<file path="src/rtl/spi_pkg.sv">
// Shared definitions for the 32-bit SPI word protocol (address nibble + 28-bit data).
// Used by both the SPI master and the register-file slave.
package spi_pkg;

    localparam int SPI_WORD_BITS = 32;
    localparam int SPI_ADDR_BITS = 4;
    localparam int SPI_DATA_BITS = 28;
    localparam logic [SPI_ADDR_BITS-1:0] SPI_RD_CMD_ADDR = 4'd14;

    typedef enum logic [1:0] {
        ST_IDLE,
        ST_SHIFT,
        ST_COMMIT
    } spi_state_e;

    function automatic logic [SPI_WORD_BITS-1:0] spi_word(
        input logic [SPI_DATA_BITS-1:0] data,
        input logic [SPI_ADDR_BITS-1:0] addr
    );
        return {data, addr};
    endfunction

endpackage

</file>
<file path="src/rtl/spi_sync_edge.sv">
// Two-flop synchronizer with a third flop for edge detection.
// RST_VAL is the idle level of the line so reset never fabricates an edge.
module spi_sync_edge #(
    parameter bit RST_VAL = 1'b0
) (
    input  logic clk,
    input  logic rst_n,
    input  logic d,
    output logic rise,
    output logic fall
);

    logic [2:0] sr;

    always_ff @(posedge clk or negedge rst_n) begin
        if (!rst_n) sr <= {3{RST_VAL}};
        else        sr <= {sr[1:0], d};
    end

    assign rise = sr[1] & ~sr[2];
    assign fall = ~sr[1] & sr[2];

endmodule

</file>
<file path="src/rtl/spi_slave_regfile.sv">
// SPI mode-0 slave with a small register file, read-command readback over MISO,
// a fabric write strobe and a combinational fabric read port.
module spi_slave_regfile
    import spi_pkg::*;
#(
    parameter int                        NUM_REGS    = 9,
    parameter bit                        LSB_FIRST   = 1'b1,
    parameter logic [SPI_ADDR_BITS-1:0]  RD_CMD_ADDR = SPI_RD_CMD_ADDR
) (
    input  logic                      BOARD_CLOCK,
    input  logic                      RST,
    input  logic                      SPI_SCLK,
    input  logic                      SPI_MOSI,
    input  logic                      SPI_CS_N,
    output logic                      SPI_MISO,
    output logic                      SPI_MISO_OE,
    output logic                      WR_STB_O,
    output logic [SPI_ADDR_BITS-1:0]  WR_ADDR_O,
    output logic [SPI_DATA_BITS-1:0]  WR_DATA_O,
    input  logic [SPI_ADDR_BITS-1:0]  REG_RADDR_I,
    output logic [SPI_DATA_BITS-1:0]  REG_RDATA_O,
    output logic                      FRAME_ERR_O
);

    localparam logic [4:0] NREGS   = 5'(NUM_REGS);
    localparam logic [5:0] CNT_SAT = 6'd33;
    localparam logic [5:0] CNT_OK  = 6'd32;

    function automatic logic in_range(input logic [SPI_ADDR_BITS-1:0] a);
        return {1'b0, a} < NREGS;
    endfunction

    logic sclk_rise, sclk_fall, cs_rise, cs_fall;
    logic mosi_s1, mosi_s;

    spi_sync_edge #(.RST_VAL(1'b0)) u_sclk_sync (
        .clk   (BOARD_CLOCK),
        .rst_n (RST),
        .d     (SPI_SCLK),
        .rise  (sclk_rise),
        .fall  (sclk_fall)
    );

    spi_sync_edge #(.RST_VAL(1'b1)) u_cs_sync (
        .clk   (BOARD_CLOCK),
        .rst_n (RST),
        .d     (SPI_CS_N),
        .rise  (cs_rise),
        .fall  (cs_fall)
    );

    // MOSI has the same two-flop depth as SCLK so it lines up with sclk_rise.
    always_ff @(posedge BOARD_CLOCK or negedge RST) begin
        if (!RST) begin
            mosi_s1 <= 1'b0;
            mosi_s  <= 1'b0;
        end else begin
            mosi_s1 <= SPI_MOSI;
            mosi_s  <= mosi_s1;
        end
    end

    spi_state_e                  state;
    logic [SPI_WORD_BITS-1:0]    rx_sr, tx_sr, tx_load, rx_shift, tx_shift;
    logic [5:0]                  bit_cnt;
    logic                        rd_pend;
    logic [SPI_ADDR_BITS-1:0]    rd_ptr;
    logic [SPI_DATA_BITS-1:0]    regs [NUM_REGS];
    logic                        tx_first_bit, tx_next_bit;
    logic [SPI_ADDR_BITS-1:0]    rx_addr;
    logic [SPI_DATA_BITS-1:0]    rx_data;

    always_comb begin
        tx_load = '0;
        if (rd_pend) tx_load = spi_word(in_range(rd_ptr) ? regs[rd_ptr] : '0, rd_ptr);
    end

    assign rx_shift     = LSB_FIRST ? {mosi_s, rx_sr[SPI_WORD_BITS-1:1]} : {rx_sr[SPI_WORD_BITS-2:0], mosi_s};
    assign tx_shift     = LSB_FIRST ? {1'b0, tx_sr[SPI_WORD_BITS-1:1]} : {tx_sr[SPI_WORD_BITS-2:0], 1'b0};
    assign tx_next_bit  = LSB_FIRST ? tx_sr[1] : tx_sr[SPI_WORD_BITS-2];
    assign tx_first_bit = LSB_FIRST ? tx_load[0] : tx_load[SPI_WORD_BITS-1];
    assign rx_addr      = rx_sr[SPI_ADDR_BITS-1:0];
    assign rx_data      = rx_sr[SPI_WORD_BITS-1:SPI_ADDR_BITS];

    assign REG_RDATA_O  = in_range(REG_RADDR_I) ? regs[REG_RADDR_I] : '0;

    always_ff @(posedge BOARD_CLOCK or negedge RST) begin
        if (!RST) begin
            state       <= ST_IDLE;
            rx_sr       <= '0;
            tx_sr       <= '0;
            bit_cnt     <= '0;
            rd_pend     <= 1'b0;
            rd_ptr      <= '0;
            SPI_MISO    <= 1'b0;
            SPI_MISO_OE <= 1'b0;
            WR_STB_O    <= 1'b0;
            WR_ADDR_O   <= '0;
            WR_DATA_O   <= '0;
            FRAME_ERR_O <= 1'b0;
            for (int i = 0; i < NUM_REGS; i++) regs[i] <= '0;
        end else begin
            WR_STB_O    <= 1'b0;
            FRAME_ERR_O <= 1'b0;
            unique case (state)
                ST_IDLE: begin
                    if (cs_fall) begin
                        state       <= ST_SHIFT;
                        bit_cnt     <= '0;
                        SPI_MISO_OE <= 1'b1;
                        tx_sr       <= tx_load;
                        SPI_MISO    <= tx_first_bit;
                    end
                end
                ST_SHIFT: begin
                    if (sclk_rise) begin
                        rx_sr <= rx_shift;
                        if (bit_cnt != CNT_SAT) bit_cnt <= bit_cnt + 6'd1;
                    end
                    if (sclk_fall) begin
                        tx_sr    <= tx_shift;
                        SPI_MISO <= tx_next_bit;
                    end
                    // Ordered last so a coincident sample still lands before the frame closes.
                    if (cs_rise) begin
                        state       <= ST_COMMIT;
                        SPI_MISO_OE <= 1'b0;
                        SPI_MISO    <= 1'b0;
                    end
                end
                ST_COMMIT: begin
                    state   <= ST_IDLE;
                    rd_pend <= 1'b0;
                    if (bit_cnt != CNT_OK) begin
                        FRAME_ERR_O <= 1'b1;
                    end else if (rx_addr == RD_CMD_ADDR) begin
                        rd_ptr  <= rx_sr[7:4];
                        rd_pend <= 1'b1;
                    end else if (in_range(rx_addr)) begin
                        regs[rx_addr] <= rx_data;
                        WR_STB_O      <= 1'b1;
                        WR_ADDR_O     <= rx_addr;
                        WR_DATA_O     <= rx_data;
                    end
                end
                default: state <= ST_IDLE;
            endcase
        end
    end

endmodule
</file>
<file path="config.mk">
export PLATFORM = sky130hd
export DESIGN_NAME = spi_slave_regfile
export DESIGN_NICKNAME = d
export VERILOG_FILES = /design/src/rtl/spi_pkg.sv /design/src/rtl/spi_sync_edge.sv /design/src/rtl/spi_slave_regfile.sv
export SDC_FILE = /design/constraint.sdc
export NUM_CORES = 1
export LEC_CHECK = 0
export CAP_MARGIN = 20
export CORE_UTILIZATION = 45
export DETAILED_ROUTE_END_ITERATION = 10
export PLACE_DENSITY = 0.65
export SKIP_CTS_REPAIR_TIMING = 1
export SYNTH_ARGS = -nofsm -noshare
export SYNTH_HDL_FRONTEND = slang
export SYNTH_SLANG_ARGS = --single-unit
</file>
<file path="constraint.sdc">
create_clock -name BOARD_CLOCK -period 4.59 [get_ports BOARD_CLOCK]
set_input_delay 0.918 -clock BOARD_CLOCK [delete_from_list [all_inputs] [get_ports BOARD_CLOCK]]
set_output_delay 0.918 -clock BOARD_CLOCK [all_outputs]
set_load 0.05 [all_outputs]
</file>
==> impl_metrics.json, run 1 <==
{
  "final_core_utilization_pct": 53.2,
  "synth_top_flop_cell": "sky130_fd_sc_hd__dfrtp_1",
  "start_kind": "input port",
  "worst-path-buf-inv": 3,
  "setup.worst_path.class": "input port to output port",
  "worst_r2r_endpoint": "regs[59]",
  "post-synth-top-count-cell": "sky130_fd_sc_hd__mux2_2",
  "drtAntennaViolNets": 0,
  "power.static_leakage_nw": 9.84,
  "relSlewSlack_pct": 29.3,
  "post-place-cells": 1854,
  "critical_path_depth": 6,
  "post_route_cells_drive_above_1_share_pct": 44.9,
  "drt-initial-drc-count": 732,
  "synth-area-yosys_mm2": 0.0183,
  "synth.cellmix.simpleShare_pct": 4.95,
  "max_frequency_ghz": 0.247,
  "timing.final.crit_share_pct": 88.1,
  "critical-path-slowest-cell": "sky130_fd_sc_hd__nor3b_4",
  "synth_sequential_area_ratio_pct": 50.8,
  "synth-seq-cells": 372,
  "synth_xor_xnor_area_share_pct": 0.191,
  "route.detailed.drc": 0,
  "timing.final.setup_violations": 0,
  "area.share.sequential_pct": 43.8,
  "synth_adder_area_share_pct": 0.205,
  "core_region_area_mm2": 0.0400,
  "clock_tree_area_fraction_pct": 6.41,
  "syn-mean-instance-area_um2": 13.8,
  "worstHoldPathCells": 0,
  "setup.worst_path.end": "REG_RDATA_O[15]",
  "enable_flop_cells": 0,
  "top_logic_kind": "multiplexers",
  "total_power_w": 0.00725,
  "async_reset_ff_share_pct": 100,
  "post_synth_instance_area_mm2": 0.0183,
  "cts_tree": "yes",
  "comb_cells": 835,
  "synthDominantCellAreaShare_pct": 50.3,
  "r2r_slack_ns": 1.60,
  "root_cell_of_the_clock_tree": "sky130_fd_sc_hd__clkbuf_16",
  "largest_cell_class": "registers",
  "grt_max_degree": 116,
  "cp-startpoint": "REG_RADDR_I[3]",
  "synth-cells-yosys": 1334,
  "warnings": 30,
  "synth.cells.most_frequent": "sky130_fd_sc_hd__mux2_2, sky130_fd_sc_hd__dfrtp_1, sky130_fd_sc_hd__clkbuf_1",
  "synthAoiAreaFrac_pct": 5.68,
  "power_density_mw_per_mm2": 340,
  "detail_route.vias_per_cell": 5.97,
  "finClkSkew_ns": 0.0111,
  "result_of_the_run": "completed",
  "post_synth_num_cell_types": 45,
  "placement.setup.worst_slack_ns": 0.569,
  "wl_per_cell_um": 24.4,
  "port_buffers": 72,
  "critical_path_peak_fanout": 14,
  "placed_area_mm2": 0.0199,
  "timing.hold.worst.class": "flop to flop",
  "clock_sinks": 372,
  "htreeDepth": 2,
  "setup-tns-final_ns": 0,
  "n_fill_cell": 3343,
  "yosysWarnings": 0,
  "drt_pass1_iterations": 7,
  "worst_hold_slack_ns": 0.359,
  "timing.critical_path.cells": "clkdlybuf4s50_1 > nor3b_4 > buf_4 > nand2_1 > o31ai_1 > buf_12",
  "irDropWorstVdd_v": 0.000260,
  "yosys-mux-area-fraction_pct": 35.2,
  "mi_logic_area_mm2": 0.00855,
  "area_share_nonclk_buffers_pct": 6.44,
  "floorplan.io_pins": 73,
  "floorplan.die.height_um": 204,
  "clk_transition_reported_paths_ns": 0.06,
  "grt.overflow.total": 0,
  "antennaDiodeCount": 0,
  "fp-utilization_pct": 45.9,
  "fin_nets": 1385,
  "r2r-start": "state[1]",
  "multi_input_gate_share_of_total_cell_area_pct": 40.2,
  "synthDominantAreaCellType": "sky130_fd_sc_hd__dfrtp_1",
  "clock_latency_reported_for_the_late_side_of_the_worst_skew_pair_ns": 0.55,
  "flops": 372,
  "reg2regPathDepth": 5,
  "route.vias.total": 11500,
  "post-route-min-period_ns": 4.04,
  "gpl.final_weighted_congestion": 0.769,
  "clock_tree_buf_depth": 3,
  "dpl.hpwl_mm": 28.6,
  "track_usage_pct": 23.2,
  "die_area_mm2": 0.0416,
  "maxCapViolations": 0,
  "rows": 73,
  "cp_data_required_time_ns": 3.67,
  "final-instance-count-excl-fill": 1930,
  "min-delay-start": "mosi_s1",
  "grt_first_pass_wirelength_mm": 73.1,
  "total_routed_length_mm": 47.2,
  "tapCellCount": 525,
  "grt_antenna_before_repair": 0,
  "unrepaired_setup_endpoints_after_global_routing": "false",
  "final.clkbuf_count": 66,
  "syn_nets": 1346,
  "fp.dieW_um": 204,
  "final-seq-area_mm2": 0.00932,
  "synth.top_cells.by_area": "sky130_fd_sc_hd__dfrtp_1, sky130_fd_sc_hd__mux2_2, sky130_fd_sc_hd__mux4_2",
  "critical_path.max_stage_delay_ns": 0.89,
  "grt_pass1_vias": 11700,
  "hold-path-endpoint": "mosi_s",
  "drv_slew": 0,
  "cts_buffers": 42,
  "worst-slew-pin-transition_ns": 1.06,
  "post_synth_inst_count": 1334,
  "critPathCaptureType": "output port",
  "worst_ep_arrival_time_ns": 3.12,
  "worst_path_dominant_cell_family": "buffers and inverters",
  "inv_count": 8,
  "hold_violations": 0
}
## run 1: metal layers
metal	vias to the layer above	share of wire (%)	wire [µm]	global-route usage, %
met4	0	2.4	1120	7.22
met2	310	48	22800	36.7
met5	-	0	0	0
met3	73	4.5	2110	2.89
li1	5024	-	-	-
met1	6113	45	21200	33.5
## run 1: cell usage in the layout (no fill, tap or decap), drive strengths merged, types with 4 or more instances in the layout
| cell type | netlist | final |
|---|---|---|
| o21ai | 45 | 45 |
| clkbuf | 78 | 66 |
| inv | 8 | 8 |
| a21o | 4 | 4 |
| mux2 | 393 | 393 |
| nand4 | 5 | 5 |
| dfrtp | 369 | 369 |
| a2bb2oi | 25 | 25 |
| o31ai | 15 | 15 |
| buf | 41 | 74 |
| clkinv | 0 | 10 |
| o22ai | 16 | 16 |
| nor3 | 7 | 7 |
| and2 | 28 | 28 |
| nor2b | 19 | 19 |
| mux4 | 73 | 73 |
| o221ai | 25 | 25 |
| nor2 | 44 | 44 |
| nand2b | 7 | 7 |
| mux2i | 39 | 39 |
| clkdlybuf4s50 | 0 | 40 |
| nand2 | 51 | 51 |
| a21oi | 13 | 13 |
## run 1: flip-flops by register name (all words and copies together) (netlist names)
name,count
FRAME_ERR_O,1
SPI_MISO,1
SPI_MISO_OE,1
WR_ADDR_O,4
WR_DATA_O,28
WR_STB_O,1
bit_cnt,6
mosi_s,1
mosi_s1,1
rd_pend,1
rd_ptr,4
regs,252
rx_sr,32
state,2
tx_sr,31
u_cs_sync.sr,3
u_sclk_sync.sr,3
## run 1: power by group
| group | switching [W] | internal, W |
|---|---|---|
| Clock | 0.00133 | 0.00196 |
| Combinational | 0.000279 | 0.000177 |
| Sequential | 0.000145 | 0.00336 |
| Total | 0.00175 | 0.00549 |
==> run_1/layer_met3.png <==
Drawn at 1.5 px/µm.
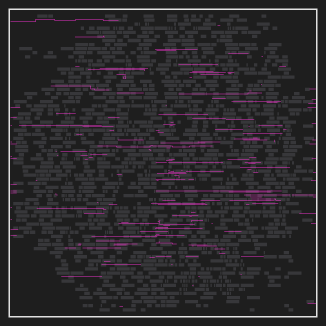
- share of all routed wire: 4.5%
- wire length on this layer: 2110 µm
- nets with wire on the layer: 106
- main direction: horizontal
- longest straight run: 83.7 µm

==> run_1/sizes.png <==
Drawn at 2 px/µm.
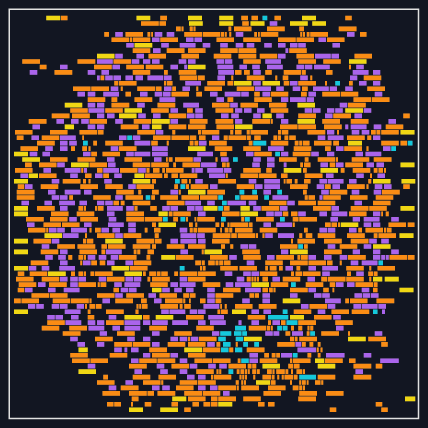
- purple: _2 cells (cells 490; share 35%)
- orange: _0 and _1 cells (cells 774; share 55%)
- cyan: _3 and _4 cells (cells 51; share 3.6%)
- yellow: _6 and larger (cells 90; share 6.4%)
count of plain and timing-repair buffers: 114
post-route cell area: 0.0213 mm²
Worst Setup Slack, final: 0.547 ns
post-synthesis to final-layout area growth: 16.0%

==> run_1/placement_by_type.png <==
Drawn at 2 px/µm.
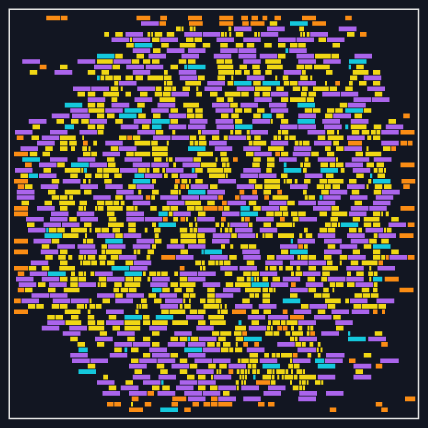
- orange: remaining buffers and delay cells (cells 114; share of their area 6.6%)
- cyan: clock drivers and dummy loads (cells 76; share of their area 6.6%)
- purple: sequential cells (cells 372; share of their area 45%)
- yellow: combinational and other logic (cells 843; share of their area 42%)

--- run 2 (diff from run 1) ---
Settings changed: CTS_BUF_LIST set to sky130_fd_sc_hd__clkbuf_4, MAX_ROUTING_LAYER set to met4, PLACE_DENSITY 0.65 to 0.64.
==> run_2/flops_by_reg.png <==
Drawn at 2 px/µm. Other sequential cells in the stronger gray, the rest of the logic in the fainter gray.
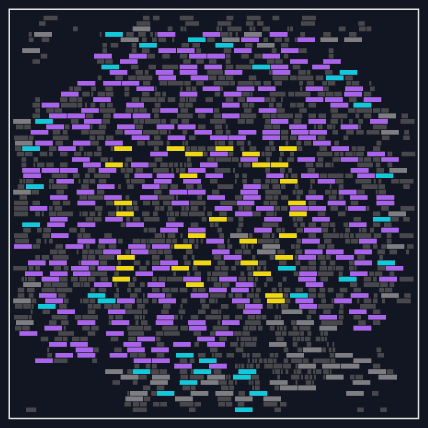
- yellow: `tx_sr` (flops 31; where middle)
- cyan: `rx_sr` (flops 32; where spread over the die)
- purple: `regs` (flops 252; where spread over the die)
- not colored: 57
share of cell area taken by flip-flops and latches: 43.9%
Seq group: 0.00350 W
sequential cell area: 0.00932 mm²
final core utilization: 53.1%

==> impl_metrics.json, run 2 <==
{
  "dpl.hpwl_mm": 28.1,
  "die_area_mm2": 0.0416,
  "n_fill_cell": 3454,
  "grt_first_pass_wirelength_mm": 75.7,
  "post_synth_inst_count": 1334,
  "clock_sinks": 372,
  "maxCapViolations": 0,
  "route.detailed.drc": 0,
  "rows": 73,
  "r2r_slack_ns": 1.56,
  "placed_area_mm2": 0.0199,
  "post-place-cells": 1853,
  "total_power_w": 0.00699,
  "worst_r2r_endpoint": "regs[216]",
  "critical-path-slowest-cell": "sky130_fd_sc_hd__nor3b_4",
  "gpl.final_weighted_congestion": 0.803,
  "synthDominantCellAreaShare_pct": 50.3,
  "synth-area-yosys_mm2": 0.0183,
  "critical_path_peak_fanout": 15,
  "post-route-min-period_ns": 4.05,
  "post-synth-top-count-cell": "sky130_fd_sc_hd__mux2_2",
  "grt_antenna_before_repair": 1,
  "timing.critical_path.cells": "clkdlybuf4s50_1 > nor3b_4 > buf_4 > nand2_1 > o21ai_0 > buf_12",
  "synth.cells.most_frequent": "sky130_fd_sc_hd__mux2_2, sky130_fd_sc_hd__dfrtp_1, sky130_fd_sc_hd__clkbuf_1",
  "finClkSkew_ns": 0.0382,
  "wl_per_cell_um": 23.6,
  "mi_logic_area_mm2": 0.00855,
  "floorplan.io_pins": 73,
  "post_synth_instance_area_mm2": 0.0183,
  "critPathCaptureType": "output port",
  "route.vias.total": 11900,
  "clock_latency_reported_for_the_late_side_of_the_worst_skew_pair_ns": 0.79,
  "synth-seq-cells": 372,
  "syn_nets": 1346,
  "synth_sequential_area_ratio_pct": 50.8,
  "r2r-start": "bit_cnt[2]",
  "result_of_the_run": "completed",
  "setup.worst_path.class": "input port to output port",
  "unrepaired_setup_endpoints_after_global_routing": "false",
  "setup-tns-final_ns": 0,
  "power.static_leakage_nw": 9.95,
  "cp_data_required_time_ns": 3.67,
  "track_usage_pct": 24.9,
  "drt_pass1_iterations": 5,
  "yosysWarnings": 0,
  "warnings": 28,
  "core_region_area_mm2": 0.0400,
  "worst-path-buf-inv": 3,
  "cp-startpoint": "REG_RADDR_I[3]",
  "synthDominantAreaCellType": "sky130_fd_sc_hd__dfrtp_1",
  "htreeDepth": 3,
  "timing.final.crit_share_pct": 88.3,
  "worst_ep_arrival_time_ns": 3.13,
  "setup_slack_ns": 0.538,
  "relSlewSlack_pct": 25.7,
  "reg2regPathDepth": 5,
  "post_route_cells_drive_above_1_share_pct": 48.2,
  "timing.final.setup_violations": 0,
  "post_synth_num_cell_types": 45,
  "largest_register": "regs",
  "placement.setup.worst_slack_ns": 0.549,
  "power_density_mw_per_mm2": 329,
  "final_area_mm2": 0.0212,
  "grt_max_degree": 99,
  "synth-cells-yosys": 1334,
  "largest_reg_flops": 252,
  "final_common_cell": "sky130_fd_sc_hd__mux2_2",
  "worst_path_dominant_cell_family": "buffers and inverters",
  "synth.top_cells.by_area": "sky130_fd_sc_hd__dfrtp_1, sky130_fd_sc_hd__mux2_2, sky130_fd_sc_hd__mux4_2",
  "clock_tree_buf_depth": 3,
  "grt.overflow.total": 0,
  "max_frequency_ghz": 0.247,
  "synth_top_flop_cell": "sky130_fd_sc_hd__dfrtp_1",
  "port_buffers": 72,
  "fp.dieW_um": 204,
  "fp-utilization_pct": 45.9,
  "areaGrowthSynthToFinish_pct": 15.8,
  "cts_buffers": 104,
  "setup.worst_path.end": "REG_RDATA_O[17]",
  "enable_flop_cells": 0,
  "total_routed_length_mm": 48.0,
  "worst-slew-pin-transition_ns": 1.11,
  "final-instance-count-excl-fill": 2038,
  "fin_nets": 1446,
  "start_kind": "input port",
  "drtAntennaViolNets": 0,
  "root_cell_of_the_clock_tree": "sky130_fd_sc_hd__clkbuf_4",
  "clk_transition_reported_paths_ns": 0.07,
  "async_reset_ff_share_pct": 100,
  "critical_path_depth": 6,
  "drt-initial-drc-count": 544,
  "timing.hold.worst.class": "input port to async pin",
  "irDropWorstVdd_v": 0.000208,
  "syn-mean-instance-area_um2": 13.8,
  "drv_slew": 0,
  "cts_tree": "yes",
  "grt_pass1_vias": 12600,
  "critical_path.max_stage_delay_ns": 0.93,
  "floorplan.die.height_um": 204,
  "detail_route.vias_per_cell": 5.83,
  "hold_violations": 0,
  "worst_hold_slack_ns": 0.204,
  "biggestRegsByFlops": "regs x252, rx_sr x32, tx_sr x31",
  "lay_top_cells": "sky130_fd_sc_hd__mux2_2, sky130_fd_sc_hd__dfrtp_1, sky130_fd_sc_hd__clkbuf_4, sky130_fd_sc_hd__mux4_2, sky130_fd_sc_hd__nand2_1"
}
## run 2: cell counts after synthesis
No cell type changed its count.
## run 2: area by class of cell
cell class / instances / area share [%]
Tap cell: 525 / 3.09
Antenna cell: 1 / 0.0118
Timing Repair Buffer: 113 / 6.42
Clock inverter: 24 / 0.560
Sequential cell: 372 / 43.9
Multi-Input combinational cell: 835 / 40.3
Inverter: 8 / 0.141
Clock buffer: 160 / 5.65
## run 2: worst min-delay path by stage
stage               startpoint         to  slack [ns]  depth (start not counted)
floorplan              mosi_s1     mosi_s        0.33                          0
global placement       mosi_s1     mosi_s        0.34                          0
detailed placement     mosi_s1     mosi_s        0.34                          0
CTS                        RST  tx_sr[22]        0.19                          1
global route               RST  regs[243]        0.23                          1
finish                     RST  regs[243]        0.20                          1
## run 2: power by group
group          leakage, nW  total, W  internal, W  switching [W]
registers             5.14   0.00350      0.00336       0.000145
clock network        0.796   0.00303      0.00163        0.00140
logic                 4.01  0.000459     0.000178       0.000281
total                 9.95   0.00699      0.00516        0.00183
## run 2: layer usage
metal	part of all wire [%]	vias to the layer above	global-route usage, %
met5	0	-	-
met3	4.3	106	4.26
li1	-	5216	-
met4	2.6	0	9.28
met1	44	6247	32.4
met2	49	314	39.1
## run 2: cells by family (layout without fill, tap and decap cells)
| group | Yosys count | after routing | synth area share, % |
|---|---|---|---|
| compound gates | 152 | 152 | 5.68 |
| xor+xnor | 4 | 4 | 0.191 |
| fa+ha+maj | 3 | 3 | 0.205 |
| buf+inv | 127 | 305 | 3.01 |
| flops | 372 | 372 | 50.8 |
| mux | 505 | 505 | 35.2 |
| other cells | 0 | 1 | 0 |
| simple gates | 171 | 171 | 4.95 |
No activity file was given, so power comes from the tool's default toggle rates.
